File: src/rtl/vga_pkg.sv
// Shared VGA definitions: default 640x480@60 timing constants, output
// mode encodings and the default-width colour triplet type.
package vga_pkg;

    localparam int DEF_H_VISIBLE  = 640;
    localparam int DEF_H_FRONT    = 16;
    localparam int DEF_H_SYNC     = 96;
    localparam int DEF_H_BACK     = 48;
    localparam int DEF_V_VISIBLE  = 480;
    localparam int DEF_V_FRONT    = 10;
    localparam int DEF_V_SYNC     = 2;
    localparam int DEF_V_BACK     = 33;
    localparam int DEF_COLOR_BITS = 4;
    localparam int DEF_PIXEL_LAT  = 2;

    typedef enum logic [1:0] {
        MODE_PASS  = 2'd0,   // drawer colour passed through
        MODE_BARS  = 2'd1,   // eight vertical colour bars
        MODE_SOLID = 2'd2,   // latched solid colour
        MODE_BLACK = 2'd3    // all black
    } vga_mode_e;

    // Colour triplet at the default channel width.
    typedef struct packed {
        logic [DEF_COLOR_BITS-1:0] r;
        logic [DEF_COLOR_BITS-1:0] g;
        logic [DEF_COLOR_BITS-1:0] b;
    } vga_rgb_t;

endpackage

File: src/rtl/vga_delay_line.sv
// Enable-gated shift register used to align per-pixel timing flags with the
// drawer's pixel latency.
//   clk_i  : clock
//   rst_i  : asynchronous active-high reset, clears every stage
//   en_i   : shift enable; stages hold while low
//   d_i    : data in
//   q_o    : data out, DEPTH enabled cycles later (combinational when DEPTH=0)
module vga_delay_line #(
    parameter int WIDTH = 1,
    parameter int DEPTH = 2
) (
    input  logic             clk_i,
    input  logic             rst_i,
    input  logic             en_i,
    input  logic [WIDTH-1:0] d_i,
    output logic [WIDTH-1:0] q_o
);

    generate
        if (DEPTH == 0) begin : g_bypass
            assign q_o = d_i;
        end else begin : g_pipe
            logic [DEPTH-1:0][WIDTH-1:0] stage_q;

            always_ff @(posedge clk_i or posedge rst_i) begin
                if (rst_i) begin
                    stage_q <= '0;
                end else if (en_i) begin
                    stage_q[0] <= d_i;
                    for (int i = 1; i < DEPTH; i++) begin
                        stage_q[i] <= stage_q[i-1];
                    end
                end
            end

            assign q_o = stage_q[DEPTH-1];
        end
    endgenerate

endmodule

File: src/rtl/vga_timing_output.sv
// VGA timing generator and output stage. Free-running h/v counters are
// handed to an external drawer; timing flags are delayed to meet the
// drawer's colour PIXEL_LATENCY cycles later, then a single output register
// drives sync, display_enable and colour to the DAC.
//   vga_clock      : pixel clock
//   reset          : asynchronous active-high reset
//   enable         : run timing; low holds counters and blanks outputs
//   mode           : 0 pass-through, 1 colour bars, 2 solid, 3 black
//   solid_color    : {r,g,b} for mode 2
//   pixel_*        : drawer colour for the coordinate issued PIXEL_LATENCY ago
//   row, column    : current undelayed counters
//   frame_start    : high while row=column=0 and enabled
//   hsync, vsync   : registered syncs, SYNC_ACTIVE while in the pulse
//   display_enable : registered visible-area flag
//   vga_*          : registered colour
module vga_timing_output
    import vga_pkg::*;
#(
    parameter int H_VISIBLE     = DEF_H_VISIBLE,
    parameter int H_FRONT       = DEF_H_FRONT,
    parameter int H_SYNC        = DEF_H_SYNC,
    parameter int H_BACK        = DEF_H_BACK,
    parameter int V_VISIBLE     = DEF_V_VISIBLE,
    parameter int V_FRONT       = DEF_V_FRONT,
    parameter int V_SYNC        = DEF_V_SYNC,
    parameter int V_BACK        = DEF_V_BACK,
    parameter int COLOR_BITS    = DEF_COLOR_BITS,
    parameter int PIXEL_LATENCY = DEF_PIXEL_LAT,
    parameter bit SYNC_ACTIVE   = 1'b0
) (
    input  logic                    vga_clock,
    input  logic                    reset,
    input  logic                    enable,
    input  logic [1:0]              mode,
    input  logic [3*COLOR_BITS-1:0] solid_color,
    input  logic [COLOR_BITS-1:0]   pixel_red,
    input  logic [COLOR_BITS-1:0]   pixel_green,
    input  logic [COLOR_BITS-1:0]   pixel_blue,
    output logic [31:0]             row,
    output logic [31:0]             column,
    output logic                    frame_start,
    output logic                    hsync,
    output logic                    vsync,
    output logic                    display_enable,
    output logic [COLOR_BITS-1:0]   vga_red,
    output logic [COLOR_BITS-1:0]   vga_green,
    output logic [COLOR_BITS-1:0]   vga_blue
);

    localparam int H_TOTAL = H_VISIBLE + H_FRONT + H_SYNC + H_BACK;
    localparam int V_TOTAL = V_VISIBLE + V_FRONT + V_SYNC + V_BACK;
    localparam int CW      = $clog2(H_TOTAL);   // delayed column only needs to cover a line
    localparam int BAR_W   = H_VISIBLE / 8;
    localparam int DW      = CW + 3;

    typedef struct packed {
        logic [COLOR_BITS-1:0] r;
        logic [COLOR_BITS-1:0] g;
        logic [COLOR_BITS-1:0] b;
    } rgb_t;

    // ---------------- counters ----------------
    logic [31:0] h_q, h_d, v_q, v_d;

    always_comb begin
        h_d = h_q;
        v_d = v_q;
        if (enable) begin
            if (h_q == 32'(H_TOTAL - 1)) begin
                h_d = '0;
                v_d = (v_q == 32'(V_TOTAL - 1)) ? '0 : v_q + 32'd1;
            end else begin
                h_d = h_q + 32'd1;
            end
        end
    end

    always_ff @(posedge vga_clock or posedge reset) begin
        if (reset) begin
            h_q <= '0;
            v_q <= '0;
        end else begin
            h_q <= h_d;
            v_q <= v_d;
        end
    end

    assign row         = v_q;
    assign column      = h_q;
    assign frame_start = enable && (h_q == '0) && (v_q == '0);

    // ---------------- raw timing flags ----------------
    logic vis_raw, hs_raw, vs_raw;

    assign vis_raw = (h_q < 32'(H_VISIBLE)) && (v_q < 32'(V_VISIBLE));
    assign hs_raw  = (h_q >= 32'(H_VISIBLE + H_FRONT)) &&
                     (h_q <  32'(H_VISIBLE + H_FRONT + H_SYNC));
    assign vs_raw  = (v_q >= 32'(V_VISIBLE + V_FRONT)) &&
                     (v_q <  32'(V_VISIBLE + V_FRONT + V_SYNC));

    // ---------------- drawer-latency alignment ----------------
    logic [DW-1:0] dl_in, dl_out;
    logic          dl_vis, dl_hs, dl_vs;
    logic [CW-1:0] dl_col;

    assign dl_in = {vis_raw, hs_raw, vs_raw, h_q[CW-1:0]};

    vga_delay_line #(
        .WIDTH (DW),
        .DEPTH (PIXEL_LATENCY)
    ) u_delay (
        .clk_i (vga_clock),
        .rst_i (reset),
        .en_i  (enable),
        .d_i   (dl_in),
        .q_o   (dl_out)
    );

    assign {dl_vis, dl_hs, dl_vs, dl_col} = dl_out;

    // ---------------- per-frame mode latch ----------------
    // Sampled only at frame_start so a frame is never drawn in two modes.
    vga_mode_e mode_q;
    rgb_t      solid_q;

    always_ff @(posedge vga_clock or posedge reset) begin
        if (reset) begin
            mode_q  <= MODE_BLACK;
            solid_q <= '0;
        end else if (frame_start) begin
            mode_q  <= vga_mode_e'(mode);
            solid_q <= rgb_t'(solid_color);
        end
    end

    // ---------------- colour select ----------------
    rgb_t          pix_d;
    logic [CW-1:0] bar_idx;

    assign bar_idx = dl_col / CW'(BAR_W);

    always_comb begin
        pix_d = '0;
        if (dl_vis) begin
            unique case (mode_q)
                MODE_PASS: begin
                    pix_d.r = pixel_red;
                    pix_d.g = pixel_green;
                    pix_d.b = pixel_blue;
                end
                MODE_BARS: begin
                    // Leftover columns past the eighth bar stay black.
                    if (dl_col < CW'(8 * BAR_W)) begin
                        pix_d.r = {COLOR_BITS{bar_idx[2]}};
                        pix_d.g = {COLOR_BITS{bar_idx[1]}};
                        pix_d.b = {COLOR_BITS{bar_idx[0]}};
                    end
                end
                MODE_SOLID: pix_d = solid_q;
                default:    pix_d = '0;
            endcase
        end
    end

    // ---------------- output register ----------------
    rgb_t rgb_q;
    logic de_q, hs_q, vs_q;

    always_ff @(posedge vga_clock or posedge reset) begin
        if (reset) begin
            rgb_q <= '0;
            de_q  <= 1'b0;
            hs_q  <= ~SYNC_ACTIVE;
            vs_q  <= ~SYNC_ACTIVE;
        end else if (!enable) begin
            rgb_q <= '0;
            de_q  <= 1'b0;
            hs_q  <= ~SYNC_ACTIVE;
            vs_q  <= ~SYNC_ACTIVE;
        end else begin
            rgb_q <= pix_d;
            de_q  <= dl_vis;
            hs_q  <= dl_hs ? SYNC_ACTIVE : ~SYNC_ACTIVE;
            vs_q  <= dl_vs ? SYNC_ACTIVE : ~SYNC_ACTIVE;
        end
    end

    assign vga_red        = rgb_q.r;
    assign vga_green      = rgb_q.g;
    assign vga_blue       = rgb_q.b;
    assign display_enable = de_q;
    assign hsync          = hs_q;
    assign vsync          = vs_q;

endmodule
File: config.mk
export PLATFORM = sky130hd
export DESIGN_NAME = vga_timing_output
export DESIGN_NICKNAME = d
export VERILOG_FILES = /design/src/rtl/vga_pkg.sv /design/src/rtl/vga_delay_line.sv /design/src/rtl/vga_timing_output.sv
export SDC_FILE = /design/constraint.sdc
export NUM_CORES = 1
export LEC_CHECK = 0
export ABC_AREA = 1
export CORE_MARGIN = 8
export CORE_UTILIZATION = 49
export CTS_BUF_LIST = sky130_fd_sc_hd__clkbuf_8
export DETAILED_ROUTE_END_ITERATION = 7
export PLACE_DENSITY = 0.79
export SLEW_MARGIN = 20
export SYNTH_ARGS = -nofsm -noshare
export SYNTH_HDL_FRONTEND = slang
export SYNTH_SLANG_ARGS = --single-unit
File: constraint.sdc
create_clock -name vga_clock -period 4 [get_ports vga_clock]
set_clock_uncertainty 0.1 [all_clocks]
set_input_delay 1.2 -clock vga_clock [delete_from_list [all_inputs] [get_ports vga_clock]]
set_output_delay 1.2 -clock vga_clock [all_outputs]
set_load 0.02 [all_outputs]
==> run summary <==
The run has ended; figures from its reports follow.

The flow ran to the end, and the final reports show no timing, DRC or antenna violations. The remaining design rule violation count is 0. The synthesized instance count came out at ~730. The die outline area came out at 0.01570 mm^2. The port buffer count came out at 108.

The global router's overall resource usage is 0.1863. The power report attributes to the clock group a share of 0.282. In the floorplan report the effective utilization is 0.4954. Per STA, the worst path is made up of clkdlybuf4s50_1 > inv_2 > nor2_2 > nand3_1 > nor4_2 > nand3_2 > inv_2 > buf_2. For the combinational group, total power comes out at 0.438 mW. The final setup TNS came out at 0 ns. The cell taking the most area after synthesis is sky130_fd_sc_hd__dfrtp_1.

The number of synthesis warnings came out at 0. For the worst reg-to-reg path, the startpoint reported by OpenROAD is column[12]. The proportion of register bits with asynchronous set or reset after synthesis is 1.000. The hold path startpoint is u_delay.q_o[10]. The worst-case headroom to the max-slew limit came out at 0.4861. For this design the static power due to leakage is 3.410 nW.

The total power divided by cell area is 327.0 mW/mm^2. The die width came out at roughly 130 um. Among logic cells in the layout, the one with the most instances is sky130_fd_sc_hd__nand2_1.

The max-slew violation total from the final report came out at 0. The placed wire-length estimate came out at 11,040 um. The final weighted congestion recorded by global placement is between 0.8 and 0.9. The number of global-route vias before repair is 4,940.

The synthesized flop and latch total is 111. The first global-routing pass estimated roughly 24,000 um of wire. The cell family contributing the most delay on the critical path is buffers and inverters. For reference, the top cells by count after synthesis are sky130_fd_sc_hd__nand2_1 (176), sky130_fd_sc_hd__dfrtp_1 (107), sky130_fd_sc_hd__nor2_1 (95).

The number of antenna violations at the first check in global routing came to 0. The core occupancy in the finished layout came out at 0.6189. During I/O placement, the number of pins put on the boundary was about 110. The ratio of cells with drive above 1 in the final layout came out at 0.05418. The worst supply voltage drop on vdd is approximately 0.00024 V. STA classifies the critical path startpoint as a primary input.

The pin closest to its max-slew limit shows a slew of ~0.77 ns. The combinational cell fraction of total power came out at 0.183. The internal power of the cells totals 1.675 mW. The number of OpenROAD warnings came out at 28. The tree is rooted in a sky130_fd_sc_hd__clkbuf_8.

The main area contributors are sky130_fd_sc_hd__dfrtp_1 (46%), sky130_fd_sc_hd__nand2_1 (11%), sky130_fd_sc_hd__nor2_1 (6.1%). Among all flip-flop cells after synthesis, the most frequent one is sky130_fd_sc_hd__dfrtp_1.
## logic make-up (layout without fill, tap and decap cells)
logic type | after synthesis | count (layout) | share of synthesized area
and+or+nand+nor | 386 | 386 | 0.2970
buffers and inverters | 112 | 227 | 0.07376
DFF | 111 | 111 | 0.4755
AOI/OAI and AO/OA | 71 | 71 | 0.07035
xor gates and xnor gates | 50 | 50 | 0.07483
adders and majority gates | 4 | 4 | 0.008553
## metal layers
metal / global-route usage / vias up / wire, um / part of all wire
li1: - / 2587 / - / -
met1: 0.2442 / 2429 / 6629 / 0.46
met2: 0.2991 / 184 / 6731 / 0.46
met3: 0.03315 / 25 / 821 / 0.057
met4: 0.07593 / 0 / 295 / 0.020
met5: 0 / - / 0 / 0
## through the flow
step                      cells  cell area [um^2]  power (mW)
after global routing        996              7310       2.518
after global placement      980              7114       1.727
after detailed placement    980              7114       1.738
after floorplan             734              5856       1.541
after CTS                   996              7310       2.413
final                       996              7310       2.390
## worst max-delay path by stage
stage | startpoint | endpoint | slack [ns] | depth (start not counted)
finish | enable | frame_start | 0.12 | 8
global route | enable | frame_start | 0.04 | 8
CTS | enable | frame_start | 0.1 | 8
detailed placement | enable | frame_start | -0.52 | 8
floorplan | enable | frame_start | 0.50 | 7
global placement | enable | frame_start | -0.45 | 8
## layout make-up
cell class,count,area [um^2]
inverters,96,364.1
clock buffers,10,137.6
well taps,147,183.9
multi-input cells,511,2640
flip-flops and latches,111,2783
clock inverters,6,60.06
repair buffers,115,1141
fillers,1049,4502
## state kept, by name, summed over array words and instances, names as in the netlist
register	flops
vga_green	4
vga_blue	4
vga_red	4
column	32
mode_q	2
row	32
u_delay.g_pipe.stage_q	9
u_delay.q_o	9
display_enable	1
hsync	1
vsync	1
solid_q	12
Clock wires, drivers and flops:
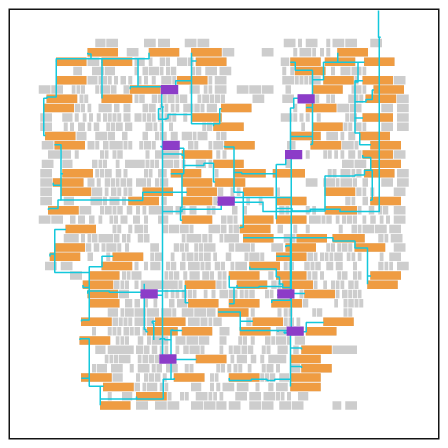
[cells driving clock nets] purple | count: 9
[clock wires] cyan | length: 1,240 um
[flip-flops] orange | count: 111
flops lie: widely spread
routed clock nets: 10

M1 wires:
Supply wires on this layer in gray. Cells faint in the background.
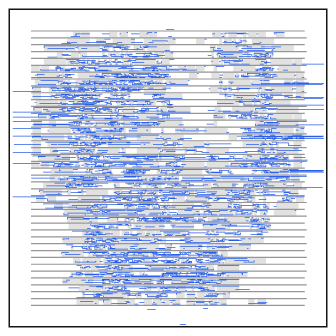
main direction: horizontal
wire length on this layer: 6,630 um
longest straight run: 34.5 um
share of all routed wire: 46%
via total after detailed routing: 5,225
total routed wirelength: 14,480 um
met1 routing resource usage after global routing: 0.2442

Sizing map:
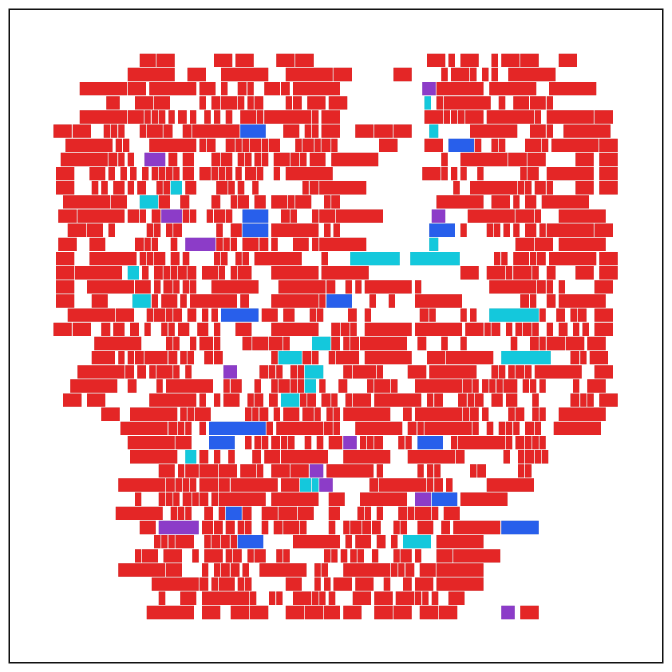
[drive 2] cyan | cells: 20 | share: 2.4% | most used: nand3_2
[drive 6 and up] blue | cells: 14 | share: 1.6% | most used: clkbuf_8
[drive 1 or less] red | cells: 803 | share: 95% | most used: nand2_1
[drive 3 to 4] purple | cells: 12 | share: 1.4% | most used: buf_4
post-route design area: 0.007310 mm^2
layout buffer count excluding clock buffers: 115
fin worst setup slack: 0.1168 ns
layout overhead on the synthesized area: 24.91%

No activity file was given, so power comes from the tool's default toggle rates.
